`src/rtl/fifo_flags.sv`:
```
// Single-clock FIFO with arbitrary depth, occupancy count, threshold flags,
// sticky overflow/underflow errors and a selectable FWFT read mode.
module fifo_flags #(
  parameter int unsigned DataWidth         = 8,
  parameter int unsigned Depth             = 16,
  parameter int unsigned AlmostFullThresh  = Depth - 2,
  parameter int unsigned AlmostEmptyThresh = 2,
  parameter bit          Fwft              = 1'b0,
  localparam int unsigned CntWidth         = $clog2(Depth + 1)
) (
  input  logic                 i_clk,
  input  logic                 i_rst,
  input  logic                 i_wr_en,
  input  logic [DataWidth-1:0] i_wr_data,
  input  logic                 i_rd_en,
  input  logic                 i_clr_err,
  output logic [DataWidth-1:0] o_rd_data,
  output logic                 o_rd_valid,
  output logic                 o_full,
  output logic                 o_empty,
  output logic                 o_almost_full,
  output logic                 o_almost_empty,
  output logic [CntWidth-1:0]  o_count,
  output logic                 o_overflow,
  output logic                 o_underflow
);

  localparam int unsigned PtrWidth = (Depth > 1) ? $clog2(Depth) : 1;

  localparam logic [PtrWidth-1:0] PtrLast = PtrWidth'(Depth - 1);
  localparam logic [CntWidth-1:0] CntFull = CntWidth'(Depth);
  localparam logic [CntWidth-1:0] AfLvl   = CntWidth'(AlmostFullThresh);
  localparam logic [CntWidth-1:0] AeLvl   = CntWidth'(AlmostEmptyThresh);

  logic [DataWidth-1:0] mem_q [Depth];

  logic [PtrWidth-1:0] wr_ptr_q, wr_ptr_d;
  logic [PtrWidth-1:0] rd_ptr_q, rd_ptr_d;
  logic [CntWidth-1:0] count_q, count_d;
  logic                ovf_q, ovf_d;
  logic                udf_q, udf_d;
  logic                wr_ok, rd_ok;

  assign o_count        = count_q;
  assign o_full         = (count_q == CntFull);
  assign o_empty        = (count_q == '0);
  assign o_almost_full  = (count_q >= AfLvl);
  assign o_almost_empty = (count_q <= AeLvl);
  assign o_overflow     = ovf_q;
  assign o_underflow    = udf_q;

  // A full FIFO still takes a write when a pop frees a slot the same cycle.
  assign rd_ok = i_rd_en & ~o_empty;
  assign wr_ok = i_wr_en & (~o_full | rd_ok);

  always_comb begin
    wr_ptr_d = wr_ptr_q;
    rd_ptr_d = rd_ptr_q;
    count_d  = count_q;
    if (wr_ok) begin
      wr_ptr_d = (wr_ptr_q == PtrLast) ? '0 : wr_ptr_q + 1'b1;
    end
    if (rd_ok) begin
      rd_ptr_d = (rd_ptr_q == PtrLast) ? '0 : rd_ptr_q + 1'b1;
    end
    unique case ({wr_ok, rd_ok})
      2'b10:   count_d = count_q + 1'b1;
      2'b01:   count_d = count_q - 1'b1;
      default: count_d = count_q;
    endcase
    // New errors take priority over a clear in the same cycle.
    ovf_d = (ovf_q & ~i_clr_err) | (i_wr_en & ~wr_ok);
    udf_d = (udf_q & ~i_clr_err) | (i_rd_en & ~rd_ok);
  end

  always_ff @(posedge i_clk) begin
    if (i_rst) begin
      wr_ptr_q <= '0;
      rd_ptr_q <= '0;
      count_q  <= '0;
      ovf_q    <= 1'b0;
      udf_q    <= 1'b0;
    end else begin
      wr_ptr_q <= wr_ptr_d;
      rd_ptr_q <= rd_ptr_d;
      count_q  <= count_d;
      ovf_q    <= ovf_d;
      udf_q    <= udf_d;
    end
  end

  always_ff @(posedge i_clk) begin
    if (wr_ok && !i_rst) begin
      mem_q[wr_ptr_q] <= i_wr_data;
    end
  end

  if (Fwft) begin : g_fwft
    // Blank the head while empty so stale array contents never show.
    assign o_rd_data  = o_empty ? '0 : mem_q[rd_ptr_q];
    assign o_rd_valid = ~o_empty;
  end else begin : g_reg
    logic [DataWidth-1:0] rd_data_q;
    logic                 rd_valid_q;

    always_ff @(posedge i_clk) begin
      if (i_rst) begin
        rd_data_q  <= '0;
        rd_valid_q <= 1'b0;
      end else begin
        rd_valid_q <= rd_ok;
        if (rd_ok) begin
          rd_data_q <= mem_q[rd_ptr_q];
        end
      end
    end

    assign o_rd_data  = rd_data_q;
    assign o_rd_valid = rd_valid_q;
  end

endmodule

```
`config.mk`:
```
export PLATFORM = sky130hd
export DESIGN_NAME = fifo_flags
export DESIGN_NICKNAME = d
export VERILOG_FILES = /design/src/rtl/fifo_flags.sv
export SDC_FILE = /design/constraint.sdc
export NUM_CORES = 1
export LEC_CHECK = 0
export CAP_MARGIN = 20
export CORE_ASPECT_RATIO = 1.75
export CORE_MARGIN = 2
export CORE_UTILIZATION = 30
export DETAILED_ROUTE_END_ITERATION = 6
export GPL_ROUTABILITY_DRIVEN = 0
export PLACE_DENSITY = 0.48
export SLEW_MARGIN = 25
export SYNTH_ARGS = -nofsm -noshare
export SYNTH_HDL_FRONTEND = slang
export SYNTH_SLANG_ARGS = --single-unit
```
`constraint.sdc`:
```
create_clock -name i_clk -period 6.69 [get_ports i_clk]
set_input_delay 1.338 -clock i_clk [delete_from_list [all_inputs] [get_ports i_clk]]
set_output_delay 1.338 -clock i_clk [all_outputs]
set_load 0.01 [all_outputs]
```
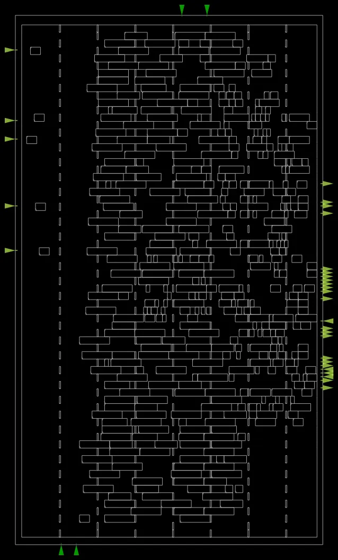
run_1/placement.png
TAP cells: 248
flop share of the area: 0.586
Core Util, Final: 0.364
CORE AREA: 0.0203 mm^2

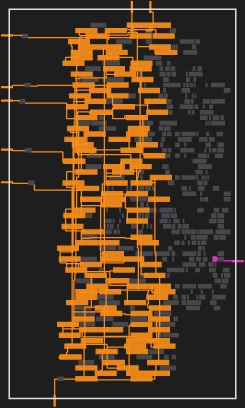
run_1/io_fan.png
Scale: 2 px per um.
Key: magenta = o_full [direction output, edge right, end cells 1, buffers 1, wire 6.10 um]; orange = i_wr_data [direction input, edge 5 left, 2 top, 1 bottom, end cells 128, buffers 8, wire 2270 um]

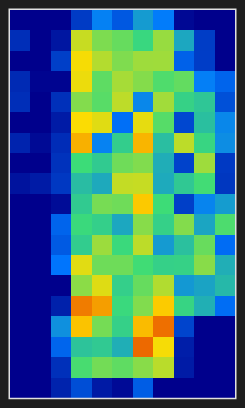
run_1/cell_density.png
Scale: 2 px per um. 11 x 19 tiles, from dark blue (low) to red (high), 0 to 100% covered.
23% of the tiles are nearly empty. The mean over all tiles is 32%. The fullest tile reaches 88%. 4.8% of the tiles are over 75% full.

==> impl_metrics.ini, run 1 <==
; yosys + openroad results
[detailed_routing]
routed.top_layer = met4
via_per_inst = 4.83
wl_met2_mm = 7.42
wl_mm = 13.7
vias = 3257
ant_nets = 0
route.layer.met1.wl_mm = 5.48
avgRoutedWirePerCell_um = 20.4
drt_first_pass_iters = 4
wl_met3_um = 296
drc_errors = 0
drtIter0Drc = 208

[synthesis]
ys_cells = 380
area_leaders = edfxtp_1 62%, mux4_2 8.4%, dfxtp_1 7.8%, mux2i_1 3.7%, nor2_1 2.2%
top_cells_by_count = 128 x edfxtp_1, 36 x nor2_1, 24 x dfxtp_1
fp_nets = 402
yosysWarnings = 0
synth_cells = 380
synth-main-ff-cell = edfxtp_1
synth_top_cell_by_area = edfxtp_1
yosysTopAreaCellShare = 0.622
ys_seq_frac = 0.699
synthArstFlopShare = 0
synth_area_mm2 = 0.00618
synth-edff-count = 128
yosys-stat-area_mm2 = 0.00618
avgSynthCellArea_um2 = 16.3
synth_top_cell_by_count = edfxtp_1
ys.flops = 152
yosysUniqueCellTypes = 44

[critical_path]
crit_chain = clkdlybuf4s50_1 -> o21a_1 -> nand2_1 -> fa_1 -> nand2b_1 -> a211oi_1 -> mux2i_1 -> a41oi_1
crit_buf_inv = 1
crit_path_end_kind = flip-flop
crit_end = o_count[4]
rr_endpoint = o_count[4]
start_kind = input pin
startpoint = i_rd_en
r2r_slack_ns = 3.66
arrival_ns = 4.01
max_stage_delay_ns = 0.64
cp_num_cells = 8
crit_required_ns = 6.98
crit_path_max_fanout = 13
cp_top_family = AND-OR/OR-AND gates
crit_slowest_cell = clkdlybuf4s50_1
worstRegToRegCells = 9
rr_startpoint = o_count[0]
critPathKind = input pin to flip-flop

[final_timing]
period_minus_slack_ns = 3.72
setup_violations = 0
rsz0062_at_grt = false
clock_skew_ns = 0.00739
fmax_mhz = 269
maxSlewViolCount = 0
period_used_share = 0.556
worst_pin_slew_ns = 0.843
slew_headroom = 0.436
whs_ns = 0.504
hold_viol = 0
fin_ws_ns = 2.97
fin_setup_tns_ns = 0

[pwr]
power_mw = 2.74
leakage_nw = 2.33
ir_drop_mv = 0.206
p_per_area_mw_per_mm2 = 372

[outcome]
status = finished, final reports clean

[final_layout]
num_antenna_cells = 0
syn2layout_area_growth_pct = 19.4
mi_logic_area_mm2 = 0.00175
stdcell_area_mm2 = 0.00738
fillers = 1884
instances_no_fill = 675
flop_area_mm2 = 0.00433
nets = 436
drive_gt1_frac = 0.159
lay_top_count = edfxtp_1
most-common-layout-cells = 128 x edfxtp_1, 36 x nor2_1, 32 x clkdlybuf4s50_1

[global_route]
antenna_found_initial = 0
grt_usage = 0.133
grt_pass1_wl_mm = 21.2
grt_overflow = 0
first_global_vias = 3559
grt_max_degree = 40

[clocking]
numCtsBuffers = 17
cts_sinks = 152
cts_resized = 0
clock_latency_ns = 0.42
cts_tree = yes
clockBufferDepth = 2
post_cts_buffers = 0
htree_levels = 4
hold_buffers = 0
path_clk_slew_ns = 0.06
cts-root-buf = clkbuf_16

[placed_design]
place_hpwl_mm = 9.51
dpl.cell_count = 643
place_area_mm2 = 0.00677
port_buffers = 32
dpl_worst_slack_ns = 2.48

[worst_hold_path]
hold_path.class = flip-flop to flip-flop

[floorplanning]
rows = 69
die-area_mm2 = 0.0218
chipWidth_um = 113
die_h_um = 194
core_util_floorplan = 0.305
ios = 33

[run]
tool_warnings = 29
drv_cap = 0
[run 1: worst min-delay path, stage by stage, from the launching register on]
cell	delay [ns]
dfxtp_1	0.31
nor2_1	0.10
a311oi_1	0.05
[run 1: per-layer routing]
layer | vias to the layer above | global-route usage
met5 | - | 0
li1 | 1562 | -
met1 | 1618 | 0.144
met2 | 59 | 0.237
met4 | 0 | 0.0741
met3 | 18 | 0.0284
[run 1: sequential cells by signal, summed over array words and instances (netlist names)]
name	flops
o_rd_data	8
rd_ptr_q	4
o_rd_valid	1
wr_ptr_q	4
o_overflow	1
o_underflow	1
o_count	5
mem_q	128
[run 1: where the power goes]
group	leakage (nW)	total, mW	switching [mW]	internal [mW]
Sequential	1.35	1.12	0.0471	1.08
Clock	0.287	0.985	0.366	0.619
Combinational	0.693	0.633	0.335	0.298
Total	2.33	2.74	0.748	1.99
[run 1: logic make-up after synthesis]
group,Yosys count,share of synthesized area
xor+xnor,2,0.00283
simple gates,81,0.0642
flops,152,0.699
buf+inv,30,0.0204
fa+ha+maj,9,0.0194
compound gates,57,0.0672
mux,49,0.126
[run 1: how the worst min path moves through the flow]
stage                        end  cells past startpoint    startpoint  slack [ns]
floorplan             o_overflow                      2    o_overflow        0.51
global placement    o_rd_data[0]                      2  o_rd_data[0]        0.50
detailed placement  o_rd_data[0]                      2  o_rd_data[0]        0.50
CTS                 o_rd_data[0]                      2  o_rd_data[0]        0.51
global route        o_rd_data[2]                      2  o_rd_data[2]        0.53
finish              o_rd_data[0]                      2  o_rd_data[0]        0.50
[run 1: cell type report]
cell class | instances | area share
Sequential cell | 152 | 0.586
Multi-Input combinational cell | 198 | 0.237
Clock buffer | 18 | 0.0581
Timing Repair Buffer | 36 | 0.0475
Tap cell | 248 | 0.0420
Clock inverter | 14 | 0.0246
Inverter | 9 | 0.00458
run_1/sizes.png
Scale: 2 px per um.
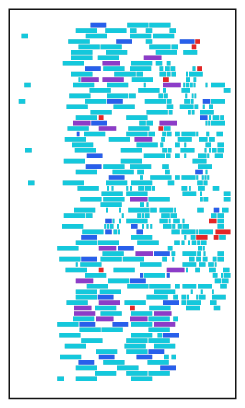

==> inputs of run 2 (changes only) <==
--- a/config.mk
+++ b/config.mk
@@ -11,7 +11,7 @@
 export CORE_UTILIZATION = 30
 export DETAILED_ROUTE_END_ITERATION = 6
 export GPL_ROUTABILITY_DRIVEN = 0
-export PLACE_DENSITY = 0.48
+export PLACE_DENSITY = 0.49
 export SLEW_MARGIN = 25
 export SYNTH_ARGS = -nofsm -noshare
 export SYNTH_HDL_FRONTEND = slang
==> constraint.sdc (replaced) <==
create_clock -name i_clk -period 3.15 [get_ports i_clk]
set_input_delay 0.63 -clock i_clk [delete_from_list [all_inputs] [get_ports i_clk]]
set_output_delay 0.63 -clock i_clk [all_outputs]
set_load 0.01 [all_outputs]
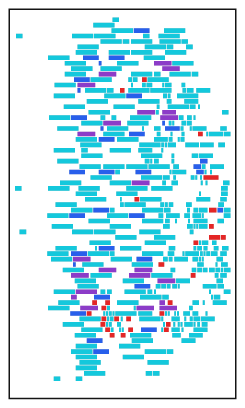
run_2/sizes.png
Scale: 2 px per um.
Key: cyan = _0 and _1 cells [cells 364, share 81%]; red = _3 and _4 cells [cells 28, share 6.3%]; purple = _6 and larger [cells 22, share 4.9%]; blue = _2 cells [cells 33, share 7.4%]

==> impl_metrics.ini, run 2 <==
; yosys + openroad results
[detailed_routing]
avgRoutedWirePerCell_um = 20.0
ant_nets = 0
via_per_inst = 4.87
drtIter0Drc = 276
drt_first_pass_iters = 4

[critical_path]
start_kind = flip-flop
crit_required_ns = 2.52
worstRegToRegCells = 9
r2r_slack_ns = 0.51
crit_slowest_cell = or4_4
critPathKind = flip-flop to output pin
crit_chain = or4_4 -> nor2_1 -> clkdlybuf4s50_1
max_stage_delay_ns = 0.61
rr_endpoint = o_count[4]

[final_layout]
flop_area_mm2 = 0.00433
most-common-layout-cells = 128 x edfxtp_1, 36 x nor2_1, 32 x clkdlybuf4s50_1
lay_top_count = edfxtp_1
instances_no_fill = 695
largest_register_ffs = 128
top_register = mem_q

[synthesis]
area_leaders = edfxtp_1 62%, mux4_2 8.4%, dfxtp_1 7.8%, mux2i_1 3.7%, nor2_1 2.2%
synth_cells = 380
synthArstFlopShare = 0
yosys-stat-area_mm2 = 0.00618
top_cells_by_count = 128 x edfxtp_1, 36 x nor2_1, 24 x dfxtp_1
fp_nets = 402
synth_area_mm2 = 0.00618
synth_top_cell_by_count = edfxtp_1
ys_cells = 380
yosysTopAreaCellShare = 0.622

[global_route]
antenna_found_initial = 0
grt_max_degree = 31
grt_usage = 0.135

[clocking]
htree_levels = 4
hold_buffers = 0
clockBufferDepth = 2
post_cts_buffers = 0
clock_latency_ns = 0.41
cts_sinks = 152
numCtsBuffers = 17

[final_timing]
hold_viol = 0
setup_violations = 0
worst_pin_slew_ns = 0.625
maxSlewViolCount = 0
fin_setup_tns_ns = 0
fin_ws_ns = 0.409
whs_ns = 0.500

[floorplanning]
core_util_floorplan = 0.305
die-area_mm2 = 0.0218
die_h_um = 194
ios = 33

[worst_hold_path]
min_to = o_overflow
worst_hold_startpoint = o_overflow

[pwr]
clkPwrFrac = 0.341
ir_drop_mv = 0.389
power_frac_comb = 0.229
power_mw = 5.66

[run]
drv_cap = 0
tool_warnings = 29

[outcome]
status = finished, final reports clean
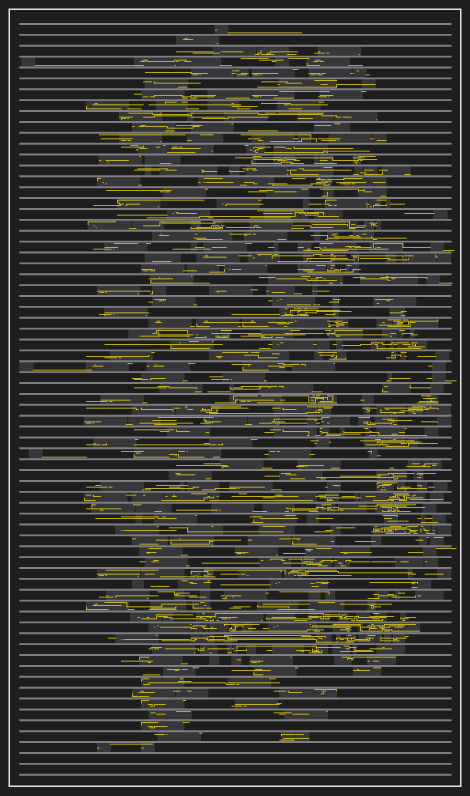
run_2/layer_met1.png
Scale: 4 px per um. Supply wires on this layer in gray. Cells faint in the background.
The longest straight run is 34.0 um. The layer holds 35% of the routed length. 411 nets have wire on it. The layer carries 4860 um of wire. The wires run mostly horizontal.
GR Util met1: 0.131
final wirelength: 13.9 mm
vias: 3388

==> run 2: cell counts after synthesis <==
No cell type changed its count.
==> run 2: kinds of logic (layout without fill, tap and decap cells) <==
family | count (synthesis) | in the layout | synth area share
flops | 152 | 152 | 0.699
simple gates | 81 | 81 | 0.0642
compound gates | 57 | 57 | 0.0672
mux | 49 | 49 | 0.126
buf+inv | 30 | 97 | 0.0204
fa+ha+maj | 9 | 9 | 0.0194
xor+xnor | 2 | 2 | 0.00283
==> run 2: layout make-up <==
type,instances,share of cell area
flip-flops and latches,152,0.579
multi-input cells,198,0.232
repair buffers,56,0.0686
clock buffers,17,0.0569
well taps,248,0.0415
clock inverters,15,0.0179
inverters,9,0.00452
==> run 2: worst max path at each step <==
| stage | start | to | cells after the start |
|---|---|---|---|
| floorplan | o_count[0] | o_count[4] | 10 |
| global placement | i_wr_en | o_count[4] | 8 |
| detailed placement | i_rd_en | o_count[0] | 6 |
| CTS | o_count[0] | o_empty | 3 |
| global route | o_count[0] | o_count[4] | 9 |
| finish | o_count[0] | o_empty | 3 |
==> run 2: worst min-delay path, stage by stage, from the launching register on <==
cell and delay (ns):
dfxtp_1 0.33, a32oi_1 0.06, nor2_1 0.08
==> run 2: power groups by stage <==
stage | Sequential (mW) | Clock (mW) | Combinational, mW
global route | 2.46 | 2.06 | 1.43
finish | 2.44 | 1.93 | 1.30
detailed placement | 2.48 | 0 | 1.33
global placement | 2.48 | 0 | 1.32
CTS | 2.44 | 1.98 | 1.33
floorplan | 2.44 | 0 | 0.829
==> run 2: per-layer routing <==
metal	part of all wire	GRT usage	wire length, um	up-vias
met1	0.35	0.131	4860	1707
met4	0.023	0.0574	321	0
li1	-	-	-	1597
met2	0.60	0.265	8290	71
met5	0	0	0	-
met3	0.033	0.0297	453	13
Power is estimated from default activity; no workload was simulated.
